## config.mk

```make
export PLATFORM = sky130hd
export DESIGN_NAME = color_input_encoder
export DESIGN_NICKNAME = d
export VERILOG_FILES = /design/src/rtl/color_input_encoder.sv
export SDC_FILE = /design/constraint.sdc
export NUM_CORES = 1
export LEC_CHECK = 0
export ABC_AREA = 1
export CAP_MARGIN = 5
export CORE_MARGIN = 3
export CORE_UTILIZATION = 45
export CTS_CLUSTER_DIAMETER = 120
export DETAILED_ROUTE_END_ITERATION = 7
export GPL_TIMING_DRIVEN = 1
export PLACE_DENSITY = 0.63
export SYNTH_ARGS = -nofsm -noshare
export SYNTH_HDL_FRONTEND = slang
export SYNTH_SLANG_ARGS = --single-unit
export TNS_END_PERCENT = 50
```

## constraint.sdc

```tcl
create_clock -name clk -period 4.85 [get_ports clk]
set_input_delay 0.7275 -clock clk [delete_from_list [all_inputs] [get_ports clk]]
set_output_delay 0.7275 -clock clk [all_outputs]
set_load 0.01 [all_outputs]
```

## src/rtl/color_input_encoder.sv

```systemverilog
// Four-button color entry: synchronizes and debounces one-hot presses, presents the
// encoded color until ack or timeout, then waits for a clean release before re-arming.
module color_input_encoder #(
    parameter int DEBOUNCE_CYCLES = 4,
    parameter int HOLD_CYCLES     = 50,
    parameter int IN_BITS         = 2
) (
    input  logic               clk,
    input  logic               reset,
    input  logic [3:0]         btn,
    input  logic               ack,
    output logic [IN_BITS:0]   color,
    output logic               valid,
    output logic               dropped,
    output logic [7:0]         press_count
);

    localparam int DW = (DEBOUNCE_CYCLES > 1) ? $clog2(DEBOUNCE_CYCLES) : 1;
    localparam int HW = (HOLD_CYCLES > 1) ? $clog2(HOLD_CYCLES) : 1;
    localparam logic [DW-1:0] DB_LAST   = DW'(DEBOUNCE_CYCLES - 1);
    localparam logic [HW-1:0] HOLD_LAST = HW'(HOLD_CYCLES - 1);

    localparam logic [IN_BITS:0] C_RED    = (IN_BITS+1)'(0);
    localparam logic [IN_BITS:0] C_GREEN  = (IN_BITS+1)'(1);
    localparam logic [IN_BITS:0] C_BLUE   = (IN_BITS+1)'(2);
    localparam logic [IN_BITS:0] C_YELLOW = (IN_BITS+1)'(3);
    localparam logic [IN_BITS:0] C_NULL   = (IN_BITS+1)'(4);

    typedef enum logic [1:0] {
        IDLE         = 2'd0,
        DEBOUNCE     = 2'd1,
        PRESSED      = 2'd2,
        WAIT_RELEASE = 2'd3
    } state_e;

    state_e            state_q, state_d;
    logic [3:0]        sync1_q, s_btn_q;
    logic [3:0]        cand_q, cand_d;
    logic [DW-1:0]     db_cnt_q, db_cnt_d;
    logic [HW-1:0]     hold_cnt_q, hold_cnt_d;
    logic [IN_BITS:0]  color_q, color_d;
    logic              valid_q, valid_d;
    logic              dropped_q, dropped_d;
    logic [7:0]        count_q, count_d;
    logic              s_onehot;

    function automatic logic [IN_BITS:0] encode(input logic [3:0] b);
        case (b)
            4'b0001: encode = C_RED;
            4'b0010: encode = C_GREEN;
            4'b0100: encode = C_BLUE;
            4'b1000: encode = C_YELLOW;
            default: encode = C_NULL;
        endcase
    endfunction

    assign s_onehot = (s_btn_q != 4'b0) && ((s_btn_q & (s_btn_q - 4'b1)) == 4'b0);

    // NOTE: every variable gets a default before the case so no path leaves one unassigned (no latches).
    always_comb begin
        state_d    = state_q;
        cand_d     = cand_q;
        db_cnt_d   = db_cnt_q;
        hold_cnt_d = hold_cnt_q;
        color_d    = C_NULL;
        valid_d    = 1'b0;
        dropped_d  = 1'b0;
        count_d    = count_q;

        case (state_q)
            IDLE: begin
                if (s_onehot) begin
                    cand_d   = s_btn_q;
                    db_cnt_d = '0;
                    state_d  = DEBOUNCE;
                end
            end
            DEBOUNCE: begin
                if (s_btn_q != cand_q) begin
                    state_d = IDLE;
                end else if (db_cnt_q == DB_LAST) begin
                    state_d    = PRESSED;
                    color_d    = encode(cand_q);
                    valid_d    = 1'b1;
                    hold_cnt_d = '0;
                end else begin
                    db_cnt_d = db_cnt_q + 1'b1;
                end
            end
            PRESSED: begin
                // ack takes priority over a timeout in the same cycle
                if (ack) begin
                    count_d  = count_q + 8'd1;
                    db_cnt_d = '0;
                    state_d  = WAIT_RELEASE;
                end else if (hold_cnt_q == HOLD_LAST) begin
                    dropped_d = 1'b1;
                    db_cnt_d  = '0;
                    state_d   = WAIT_RELEASE;
                end else begin
                    hold_cnt_d = hold_cnt_q + 1'b1;
                    color_d    = color_q;
                    valid_d    = 1'b1;
                end
            end
            WAIT_RELEASE: begin
                if (s_btn_q != 4'b0) begin
                    db_cnt_d = '0;
                end else if (db_cnt_q == DB_LAST) begin
                    state_d = IDLE;
                end else begin
                    db_cnt_d = db_cnt_q + 1'b1;
                end
            end
            default: state_d = IDLE;
        endcase
    end

    // NOTE: sequential state uses non-blocking assignments so all flops update together at the edge.
    always_ff @(posedge clk or posedge reset) begin
        if (reset) begin
            sync1_q    <= 4'b0;
            s_btn_q    <= 4'b0;
            state_q    <= IDLE;
            cand_q     <= 4'b0;
            db_cnt_q   <= '0;
            hold_cnt_q <= '0;
            color_q    <= C_NULL;
            valid_q    <= 1'b0;
            dropped_q  <= 1'b0;
            count_q    <= 8'd0;
        end else begin
            sync1_q    <= btn;
            s_btn_q    <= sync1_q;
            state_q    <= state_d;
            cand_q     <= cand_d;
            db_cnt_q   <= db_cnt_d;
            hold_cnt_q <= hold_cnt_d;
            color_q    <= color_d;
            valid_q    <= valid_d;
            dropped_q  <= dropped_d;
            count_q    <= count_d;
        end
    end

    assign color       = color_q;
    assign valid       = valid_q;
    assign dropped     = dropped_q;
    assign press_count = count_q;

endmodule

```

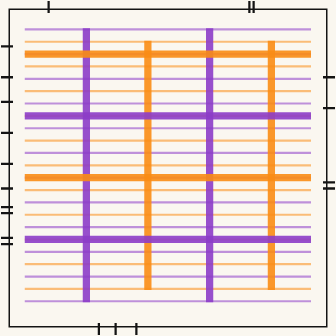
(power grid)
Pins as bars on the die edge.
- VDD: orange
- VSS: purple
- met4 straps: 4
- signal pins: 20
- rows: 22
- met5 straps: 4
- met1 rails: 23
Die Width: 69.5 um
Core ar.: 3770 sq um

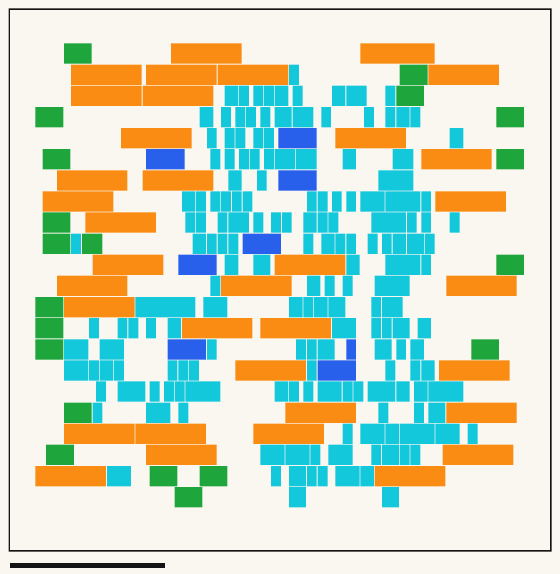
(placement by cell class)
The bar under the picture is 20 um long.
- clock drivers and dummy loads: blue (cells 8; share of their area 4.8%)
- all other logic: cyan (cells 174; share of their area 44%)
- other buffers and delay cells: green (cells 20; share of their area 9.4%)
- flip-flops: orange (cells 35; share of their area 42%)
row cnt: 22
Post-Route Utilization: 0.571
Seq area share: 0.407

==> impl_metrics.json <==
{
  "status": "finished clean",
  "drive_gt1_frac": 0.127,
  "vdd_drop_max_mv": 0.167,
  "portBuffers": 19,
  "first_pass_iters": 4,
  "drtAntennaViolNets": 0,
  "antenna_found_initial": 0,
  "grt_pass1_vias": 1395,
  "dpl_cell_area_sq_um": 2050,
  "fin_nets": 251,
  "start_kind": "flip-flop",
  "total_power_mw": 0.974,
  "finalInstanceArea_sq_um": 2150,
  "top_area_cell": "dfrtp_1",
  "crit_arrival_ns": 1.34,
  "initCoreUtil": 0.482,
  "drt_iter0_markers": 73,
  "warnings": 31,
  "required_ns": 4.12,
  "ys_chip_area_sq_um": 1820,
  "drc": 0,
  "post-route-min-period_ns": 2.07,
  "cp_slowest_stage_delay_ns": 0.53,
  "synthDominantCellAreaShare": 0.468,
  "dpl.cell_count": 277
}
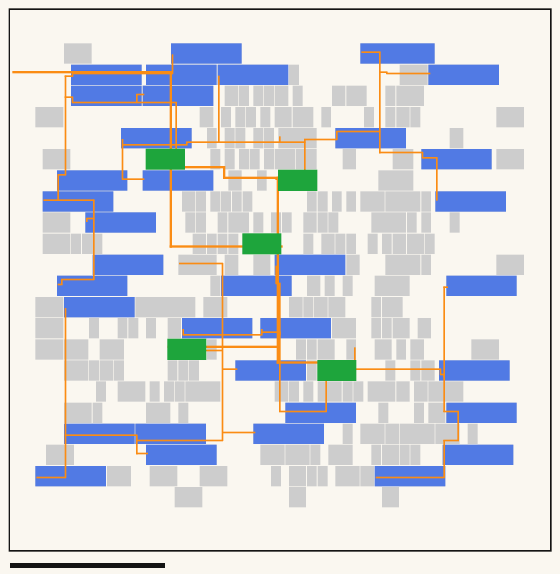
(clock wires, drivers and flops)
The bar under the picture is 20 um long.
- flip-flops: blue (count 35)
- cells driving clock nets: green (count 5)
- clock wires: orange (length 480 um)
- routed clock nets: 6

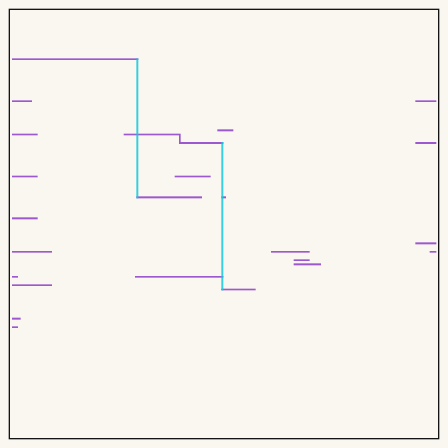
(signal wires by layer)
Two of the layers only.
- met4: cyan (wire length 46.2 um)
- met3: purple (wire length 128 um)
WL per Instance: 11.7 um
final wirelength: 3330 um
Via Count: 1,369

-- stage by stage --
stage | hold slack, ns | setup WS (ns)
after CTS | 0.350 | 2.77
after global placement | 0.332 | 2.76
after global routing | 0.352 | 2.75
final | 0.349 | 2.78
after floorplan | 0.331 | 3.29
after detailed placement | 0.335 | 2.71
-- layout make-up --
type | count | share of cell area
Sequential cell | 35 | 0.407
Multi-Input combinational cell | 144 | 0.375
Timing Repair Buffer | 20 | 0.0918
Inverter | 30 | 0.0523
Clock buffer | 8 | 0.0465
Tap cell | 48 | 0.0279
-- placed cells by master (no fill, tap or decap) --
| cell | synthesis | routed |
|---|---|---|
| o21ai_0 | 9 | 9 |
| o211ai_1 | 3 | 3 |
| clkbuf_8 | 0 | 7 |
| clkbuf_1 | 0 | 1 |
| nand3_2 | 1 | 1 |
| o21ai_1 | 4 | 4 |
| dfstp_2 | 1 | 1 |
| or2_2 | 1 | 1 |
| xnor2_1 | 2 | 2 |
| inv_2 | 2 | 2 |
| nor3_1 | 3 | 3 |
| nor2_2 | 2 | 2 |
| a21boi_1 | 1 | 1 |
| nor2_1 | 18 | 18 |
| a211oi_1 | 1 | 1 |
| nand3b_1 | 2 | 2 |
| nand4_1 | 2 | 2 |
| and2_4 | 1 | 1 |
| clkdlybuf4s50_1 | 0 | 19 |
| a21oi_2 | 1 | 1 |
| a21oi_1 | 3 | 3 |
| nand2_2 | 7 | 7 |
| nor4_4 | 1 | 1 |
| ha_1 | 8 | 8 |
| nand3_1 | 9 | 9 |
| dfrtp_1 | 34 | 34 |
| inv_1 | 28 | 28 |
| nand2_1 | 53 | 53 |
| xor2_1 | 7 | 7 |
| o21ai_2 | 4 | 4 |
| buf_4 | 0 | 1 |
| nor3_2 | 1 | 1 |
-- metal layers --
| metal | GRT usage | part of all wire | vias to the layer above |
|---|---|---|---|
| li1 | - | - | 709 |
| met5 | 0 | 0 | - |
| met4 | 0.0456 | 0.014 | 0 |
| met1 | 0.183 | 0.47 | 624 |
| met3 | 0.0435 | 0.038 | 6 |
| met2 | 0.270 | 0.48 | 30 |
-- path summary, 6_finish.rpt --
path | from | to | slack [ns] | depth (start not counted)
min in group asynchronous | reset | cand_q[3] | 0.84 | 3
max reg2reg | state_q[0] | state_q[0] | 3.02 | 10
max in group asynchronous | reset | color[2] | 3.67 | 3
min | sync1_q[0] | s_btn_q[0] | 0.35 | 0
min reg2reg | sync1_q[0] | s_btn_q[0] | 0.35 | 0
max | color[2] | color[2] | 2.78 | 1
-- sequential cells by signal (all words and copies together) (netlist names), named ones only --
register     cells
db_cnt_q         2
state_q          1
hold_cnt_q       6
color            3
press_count      8
sync1_q          4
cand_q           4
valid            1
dropped          1
s_btn_q          4
-- cells by family (layout without fill, tap and decap cells) --
group / count (synthesis) / after routing / synth area share
DFF: 35 / 35 / 0.483
xor gates and xnor gates: 9 / 9 / 0.0434
buffers and inverters: 31 / 58 / 0.0730
and+or+nand+nor: 101 / 101 / 0.257
adders and majority gates: 8 / 8 / 0.0551
AOI/OAI and AO/OA: 26 / 26 / 0.0888
-- report_power, final --
part	total [mW]	internal, mW	switching, mW
Clock	0.232	0.130	0.102
Combinational	0.349	0.133	0.216
Sequential	0.394	0.343	0.0517
